File: config.mk
export PLATFORM = sky130hd
export DESIGN_NAME = cmp_lteq_rr_arbiter
export DESIGN_NICKNAME = d
export VERILOG_FILES = /design/src/rtl/cmp_lteq_rr_arbiter.sv
export SDC_FILE = /design/constraint.sdc
export NUM_CORES = 1
export LEC_CHECK = 0
export CAP_MARGIN = 20
export CORE_AREA = 2 2 137 139
export DETAILED_ROUTE_END_ITERATION = 16
export DIE_AREA = 0 0 139 141
export PLACE_DENSITY = 0.69
export SLEW_MARGIN = 30
export SYNTH_ARGS = -nofsm -noshare
export SYNTH_HDL_FRONTEND = slang
export SYNTH_SLANG_ARGS = --single-unit
File: constraint.sdc
create_clock -name clk -period 2.25 [get_ports clk]
set_input_delay 0.45 -clock clk [delete_from_list [all_inputs] [get_ports clk]]
set_output_delay 0.45 -clock clk [all_outputs]
set_load 0.05 [all_outputs]
File: src/rtl/cmp_lteq_rr_arbiter.sv
// Round-robin front end for one shared signed a<=b comparator.
// Stage 1 registers the granted operands, which drive the comparator.
// Stage 2 registers the result and presents it, tagged with the requester ID,
// on a valid/ready response port. A saturating counter tracks completed responses.
module cmp_lteq_rr_arbiter #(
  parameter int NREQ  = 4,
  parameter int WIDTH = 32,
  parameter int IDW   = $clog2(NREQ),
  parameter int CNT_W = 16
) (
  input  logic                  clk,
  input  logic                  rst,
  input  logic [NREQ-1:0]       req_valid,
  output logic [NREQ-1:0]       req_ready,
  input  logic [NREQ*WIDTH-1:0] req_a,
  input  logic [NREQ*WIDTH-1:0] req_b,
  output logic [WIDTH-1:0]      cmp_a,
  output logic [WIDTH-1:0]      cmp_b,
  input  logic                  cmp_lteq,
  output logic                  rsp_valid,
  input  logic                  rsp_ready,
  output logic [IDW-1:0]        rsp_id,
  output logic                  rsp_lteq,
  output logic [CNT_W-1:0]      cmp_count
);

  logic              s1_valid;
  logic [IDW-1:0]    s1_id;
  logic [IDW-1:0]    rr_ptr;
  logic [IDW-1:0]    next_ptr;

  logic              s2_free;
  logic              s1_move;
  logic              accept_ok;
  logic              rsp_fire;

  logic [2*NREQ-1:0] valid_dbl;
  logic [NREQ-1:0]   valid_rot;
  logic [IDW:0]      idx_sum;
  logic              grant_found;
  logic [IDW-1:0]    grant_id;
  logic              do_grant;
  logic [WIDTH-1:0]  grant_a;
  logic [WIDTH-1:0]  grant_b;

  assign s2_free   = !rsp_valid || rsp_ready;
  assign s1_move   = s1_valid && s2_free;
  assign accept_ok = !s1_valid || s1_move;
  assign rsp_fire  = rsp_valid && rsp_ready;

  // A grant is suppressed during reset so no requester sees a handshake that the reset then discards.
  assign do_grant  = accept_ok && grant_found && !rst;
  assign next_ptr  = (grant_id == IDW'(NREQ - 1)) ? '0 : grant_id + 1'b1;

  // Rotate the request vector so that the pointer position sits at bit 0, take the first set bit, then map back.
  always_comb begin
    valid_dbl   = {req_valid, req_valid};
    valid_rot   = NREQ'(valid_dbl >> rr_ptr);
    grant_found = 1'b0;
    idx_sum     = '0;
    for (int i = 0; i < NREQ; i++) begin
      if (!grant_found && valid_rot[i]) begin
        grant_found = 1'b1;
        idx_sum     = {1'b0, rr_ptr} + (IDW+1)'(i);
      end
    end
    if (idx_sum >= (IDW+1)'(NREQ)) begin
      idx_sum = idx_sum - (IDW+1)'(NREQ);
    end
    grant_id = idx_sum[IDW-1:0];
  end

  // Select the winner's operands and raise its ready; ready is at most one-hot.
  always_comb begin
    grant_a   = '0;
    grant_b   = '0;
    req_ready = '0;
    for (int i = 0; i < NREQ; i++) begin
      if (grant_id == IDW'(i)) begin
        grant_a      = req_a[i*WIDTH +: WIDTH];
        grant_b      = req_b[i*WIDTH +: WIDTH];
        req_ready[i] = do_grant;
      end
    end
  end

  // Stage 1: hold the granted operands for the comparator and advance the round-robin pointer.
  always_ff @(posedge clk) begin
    if (rst) begin
      s1_valid <= 1'b0;
      s1_id    <= '0;
      cmp_a    <= '0;
      cmp_b    <= '0;
      rr_ptr   <= '0;
    end else if (do_grant) begin
      s1_valid <= 1'b1;
      s1_id    <= grant_id;
      cmp_a    <= grant_a;
      cmp_b    <= grant_b;
      rr_ptr   <= next_ptr;
    end else if (s1_move) begin
      s1_valid <= 1'b0;
    end
  end

  // Stage 2: capture the comparator result when stage 1 moves, otherwise hold until the consumer accepts.
  always_ff @(posedge clk) begin
    if (rst) begin
      rsp_valid <= 1'b0;
      rsp_id    <= '0;
      rsp_lteq  <= 1'b0;
    end else if (s1_move) begin
      rsp_valid <= 1'b1;
      rsp_id    <= s1_id;
      rsp_lteq  <= cmp_lteq;
    end else if (rsp_fire) begin
      rsp_valid <= 1'b0;
    end
  end

  // Count completed response handshakes, sticking at all-ones.
  always_ff @(posedge clk) begin
    if (rst) begin
      cmp_count <= '0;
    end else if (rsp_fire && (cmp_count != {CNT_W{1'b1}})) begin
      cmp_count <= cmp_count + 1'b1;
    end
  end

endmodule

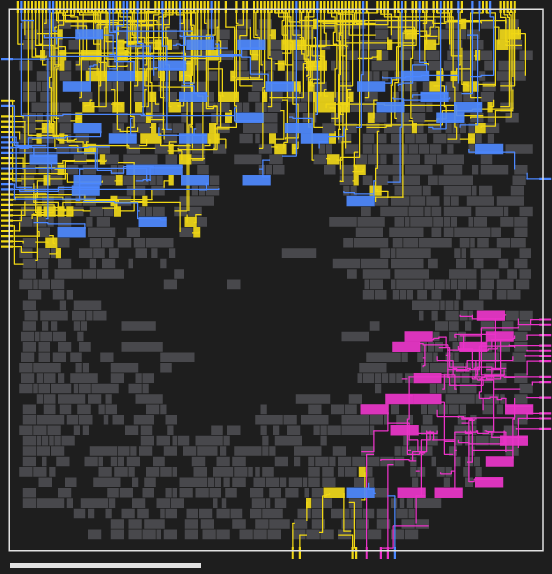
Fig. 1. Nets reached from selected ports.
The bar under the picture is 50 um long.
cmp_count: in magenta, bits 16, direction output, end cells 16, buffers 16, wire 818 um. cmp_a: in blue, bits 32, direction output, end cells 32, buffers 32, wire 1370 um. req_a: in yellow, bits 128, direction input, end cells 97, buffers 128, wire 3940 um.

==> changes_impl.md <==
### Metrics

- Status: complete, but fails checks
- Violations in the final reports: setup timing
- Clock Sinks: 89
- Fin Setup TNS: -0.6740 ns
- Hold buffers post-CTS: 0
- WL final: between 20000 and 25000 um
- Comb/total area: about 32%
- Cell Int Power: 4789 uW
- Resized Gates After CTS: 22
- Global-route wire length before repair: 35850 um
- # Taps: around 230
- Sequential fraction of total cell area: between 15 and 20%
- Filler cell count: 1658
- Most numerous logic cell after layout: clkdlybuf4s50_1
- Row count: 50
- Final #Nets: between 1k and 1.5k
- Logic inverters: around 69
- Setup-failing EPs final: 28
- Routed vias: approximately 7k
- Design Area, Final: just over 0.01 mm2
- Clock-cell share: 3.005%
- PD cells: 771.4 mW/mm2
- Data required, critical path: 1.80 ns
- Max Fclk: 0.4330 GHz
- Met2 GRT Util: roughly two fifths
- Buffers plus inverters on the worst setup path: 3
- Met2 Wirelength: about 12000 um
- Top-area cell type share of the netlist area: between 30% and 40%
- P_comb: around 4400 uW
- Clk_lat worst skew: 0.35 ns
- Final WS setup: -0.05936 ns
- Netlist cell types: about 46
- Hold path start: s1_id[1]$_SDFFE_PP0P_
- IO Port Bufs: 351
- Top class by area: non-clock buffers
- Power in the clock group: 1590 uW
- DR pass1 iterations: 5
- Largest net degree at the start of global routing: 65
- Adder share: 1.190%
- Vias per std cell: 5.398
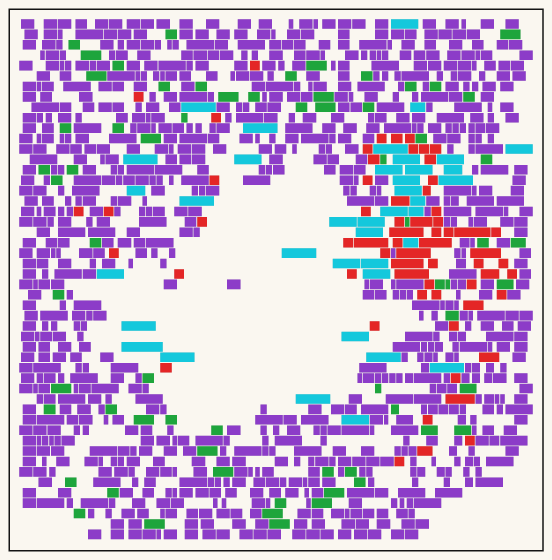
Fig. 2. Cells by drive strength.
x1 and smaller: in purple, cells 869. x6 and larger: in cyan, cells 38. x2: in green, cells 65. x3 and x4: in red, cells 63.

No activity file was given, so power comes from the tool's default toggle rates.
